Fig. 1: run 1, cell density map
The die is cut into 9 by 9 equal tiles; black is low, pale yellow is high, 0 to 100% covered.
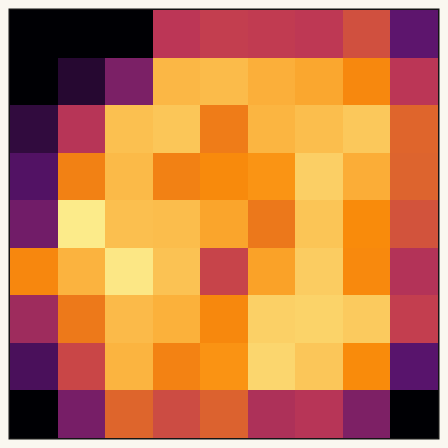
Fig. 2: run 1, cell outlines without signal wires
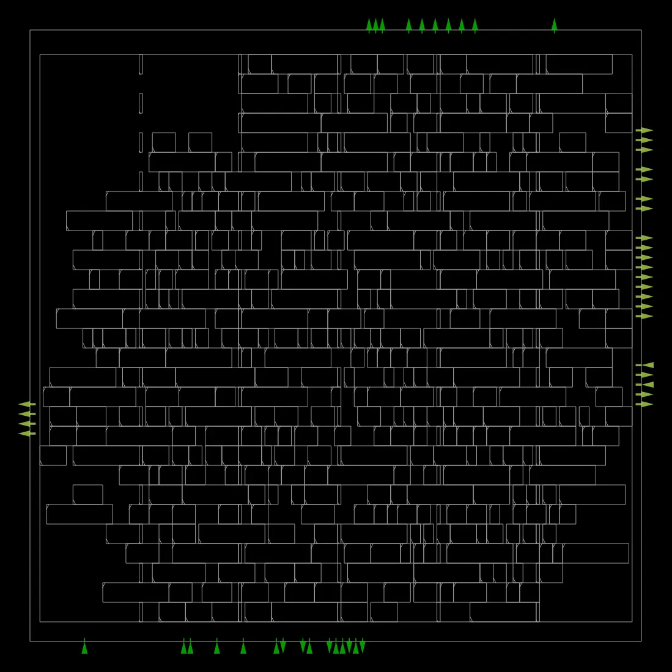
Fig. 3: run 1, I/O nets highlighted
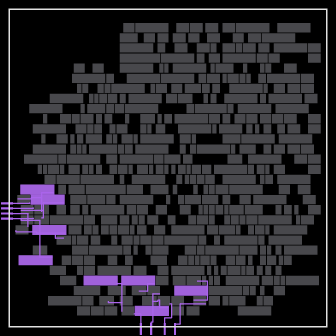
Design uart_rx_deframer, sky130hd; sources not shown.
==> flow_summary.json, run 1 <==
{
  "critical_path_class": "primary input to flip-flop",
  "chip_area_um2": 7230,
  "fin_worst_skew_ns": 0.0130,
  "power.share.clock": 0.401,
  "use_met3": 0.0321,
  "final_antenna_violating_net_count": 0,
  "cell_type_of_the_slowest_stage_on_the_worst_timing_path": "sky130_fd_sc_hd__nor2b_1",
  "cp_common_cell": "sky130_fd_sc_hd__nor2_1",
  "p_leak_nw": 1.99,
  "worstHoldPathType": "flip-flop to flip-flop",
  "final-comb-area_um2": 1920,
  "rr_worst_depth": 11,
  "timing_max_transition_violations_final": 0,
  "yosys_warnings": 6,
  "clock_tree_from_tritoncts": "yes",
  "finalHoldViolCount": 0,
  "grt_setup_unrepaired": "false",
  "power_switching_share": 0.251,
  "power_density_nw_per_um2": 311,
  "avgViaCountPerCell": 5.98,
  "numSynthFlops": 71,
  "layout.area.seq_um2": 1780,
  "timing.critical_path.buf_inv": 1,
  "mappedNetlistNets": 389,
  "global_route_wire_length_before_repair_um": 14000,
  "fin_crit_ns": 3.59,
  "floorplan.die.width_um": 85.0,
  "htree_levels": 3,
  "synth_area_per_cell_um2": 10.4,
  "synth.distinct_cells": 58,
  "ys_sh_xor": 0.0855,
  "synth-async-reset-ratio": 1.00,
  "synth.cell_area_um2": 3790,
  "met3_wirelength_um": 367,
  "worst_slew_slack_as_a_fraction_of_its_limit": 0.416,
  "outcome": "finished, final reports clean",
  "final.setup.tns_ns": 0,
  "crit_arrival_ns": 3.83
}
Back to the opening pictures, Fig. 1:
The emptiest ninth of the die: north-west. The fullest tile reaches 96%. 7.4% of the tiles are nearly empty. 40% of the tiles are over 75% full. The mean over all tiles is 62%.
FP Util: 0.584
Core Util, Final: 0.702
CORE AREA: 6490 um^2

Back to the opening pictures, Fig. 2:
non-filler instance count after layout: 499
flop share of the area: 0.390
number of fill cells in the layout: 476
sequential cell count: 71
Tapcells: 77

Back to the opening pictures, Fig. 3:
Key: pldDat_o = purple [bits 8, direction output, end cells 8, buffers 8, wire 166 um]
IO Pins: 50
I/O Buffers: 49

## run 1: layout make-up
cell class | instances | area share
Clock inverter | 7 | 0.0192
Inverter | 11 | 0.00905
Sequential cell | 71 | 0.390
Clock buffer | 9 | 0.0272
Tap cell | 77 | 0.0211
Timing Repair Buffer | 52 | 0.112
Multi-Input combinational cell | 272 | 0.421
## run 1: power by group through the flow
| stage | clock (mW) | combinational (mW) | sequential (mW) |
|---|---|---|---|
| after floorplan | 0 | 0.103 | 0.705 |
| after global placement | 0 | 0.149 | 0.706 |
| after detailed placement | 0 | 0.154 | 0.707 |
| after CTS | 0.576 | 0.155 | 0.694 |
| after global routing | 0.600 | 0.173 | 0.697 |
| final | 0.569 | 0.156 | 0.694 |
## run 1: synthesized netlist by cell type (10+ instances only)
master,instances,area share
sky130_fd_sc_hd__a21oi_1,13,0.017
sky130_fd_sc_hd__dfrtp_1,71,0.47
sky130_fd_sc_hd__ha_1,13,0.043
sky130_fd_sc_hd__inv_1,11,0.011
sky130_fd_sc_hd__mux2_2,10,0.030
sky130_fd_sc_hd__nand2_1,22,0.022
sky130_fd_sc_hd__nand3_1,13,0.017
sky130_fd_sc_hd__nand4_1,17,0.028
sky130_fd_sc_hd__nor2_1,33,0.033
sky130_fd_sc_hd__nor3_1,15,0.020
sky130_fd_sc_hd__o21ai_0,15,0.020
sky130_fd_sc_hd__xnor2_1,22,0.051
sky130_fd_sc_hd__xor2_1,15,0.035
## run 1: stage by stage
stage | power, mW | utilization | setup slack, ns
detailed placement | 0.861 | 0.670 | 0.440
finish | 1.42 | 0.702 | 0.757
global route | 1.47 | 0.702 | 0.370
floorplan | 0.808 | - | 0.804
global placement | 0.855 | 0.670 | 0.611
CTS | 1.43 | 0.702 | 0.811
Fig. 4: run 1, signal wires on met3
Scale bar: 20 um.
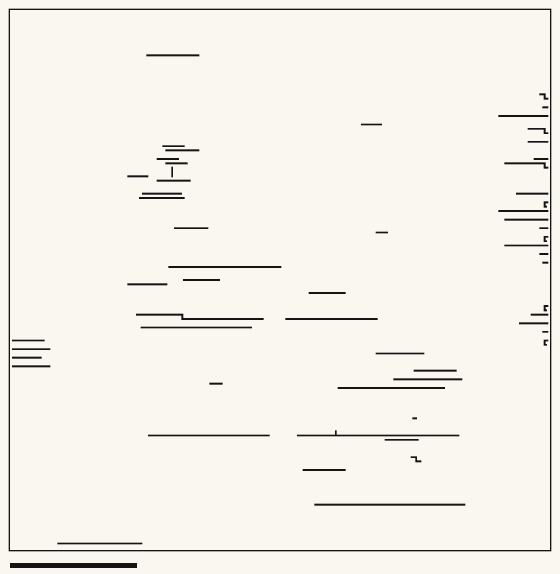

==> inputs of run 2 (changes only) <==
Clock period 4.35 ns to 3.6 ns, I/O delays scaled along.
Fig. 5: run 2, signal wires on met3
Scale bar: 20 um.
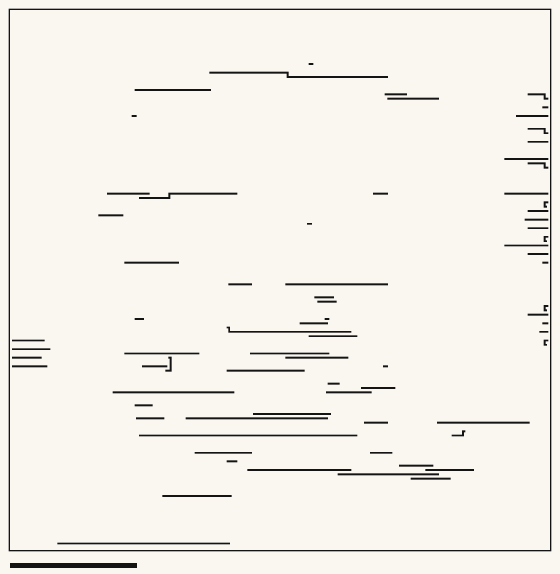
60 nets have wire on it. The longest straight run is 34.0 um. The layer holds 5.9% of the routed length.
final WL: 8660 um
GR Util met3: 0.0409
via total after detailed routing: 3133

==> flow_summary.json, run 2 <==
{
  "outcome": "finished, final reports clean",
  "avgViaCountPerCell": 6.20,
  "final_antenna_violating_net_count": 0,
  "worstHoldPathType": "flip-flop to flip-flop",
  "core_um2": 6490,
  "crit_arrival_ns": 3.61,
  "synth.cells.most_frequent": "71 x sky130_fd_sc_hd__dfrtp_1, 33 x sky130_fd_sc_hd__nor2_1, 22 x sky130_fd_sc_hd__nand2_1, 22 x sky130_fd_sc_hd__xnor2_1, 17 x sky130_fd_sc_hd__nand4_1",
  "grt_setup_unrepaired": "false",
  "numSynthFlops": 71,
  "cp_common_cell": "sky130_fd_sc_hd__nor2_1",
  "rr_worst_depth": 12,
  "post-synth-top-area-cell": "sky130_fd_sc_hd__dfrtp_1",
  "synth.distinct_cells": 58,
  "floorplan.die.width_um": 85.0,
  "cell_type_of_the_slowest_stage_on_the_worst_timing_path": "sky130_fd_sc_hd__or4_1",
  "ys_sh_xor": 0.0855,
  "mappedNetlistNets": 389,
  "timing_max_transition_violations_final": 0,
  "worst_slew_slack_as_a_fraction_of_its_limit": 0.439,
  "initial_core_util": 0.584,
  "finalHoldViolCount": 0,
  "final.setup.tns_ns": 0,
  "portBuffers": 49,
  "timing.critical_path.buf_inv": 1,
  "io_pins": 50,
  "htree_levels": 3,
  "clock_tree_from_tritoncts": "yes",
  "critical_path_class": "primary input to flip-flop"
}
Fig. 6: run 2, gate-type map
Scale bar: 20 um.
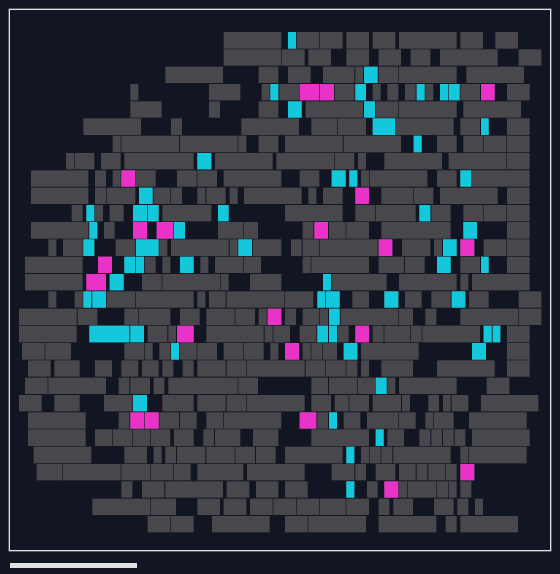
Key: nand cells = cyan [cells 58]; and/or cells = magenta [cells 21, where all over the die]
non-filler instance count after layout: 505
Comb area share: 0.415
most common cell after layout, fill and taps aside: sky130_fd_sc_hd__dfrtp_1

run 2: netlist changes by cell type in the layout (fill, tap and decap cells not counted), sizes merged:
cell	previous run	this run
clkbuf	9	10
bufinv	2	3
clkinvlp	1	0
clkinv	4	3
buf	3	9
run 2: kinds of logic (layout without fill, tap and decap cells):
family,Yosys count,after routing
DFF,71,71
AOI/OAI and AO/OA,69,69
buffers and inverters,20,85
and+or+nand+nor,141,141
muxes,11,11
adders and majority gates,14,14
xor gates and xnor gates,37,37
run 2: cell type report:
type                       count  area [um^2]
sequential                    71         1780
multi-input combinational    272         1920
timing repair buffer          58          558
clock buffer                  10          128
fill                         466         1860
clock inverter                 6          109
tap                           77         96.3
inverter                      11         41.3
run 2: metal layers:
metal	track usage	part of all wire
met3	0.0409	0.059
met5	0	0
met1	0.353	0.45
met2	0.418	0.47
met4	0.119	0.021
run 2: per-stage QoR:
step | area (um^2) | utilization | worst slack (ns) | power [mW] | std cells
5_1_grt | 4630 | 0.713 | 0.0608 | 1.87 | 505
3_5_place_dp | 4390 | 0.677 | -0.0870 | 1.05 | 489
3_3_place_gp | 4390 | 0.677 | 0.0366 | 1.04 | 489
4_1_cts | 4630 | 0.713 | 0.279 | 1.81 | 505
2_1_floorplan | 3790 | - | 0.161 | 0.976 | 363
6_report | 4630 | 0.713 | 0.233 | 1.80 | 505
run 2: power by group:
part	switching, mW	internal (mW)	total (mW)
sequential	0.0201	0.819	0.840
clock	0.307	0.459	0.766
combinational	0.114	0.0841	0.198
Power figures rest on the tool's default switching activity, not on a simulated workload.
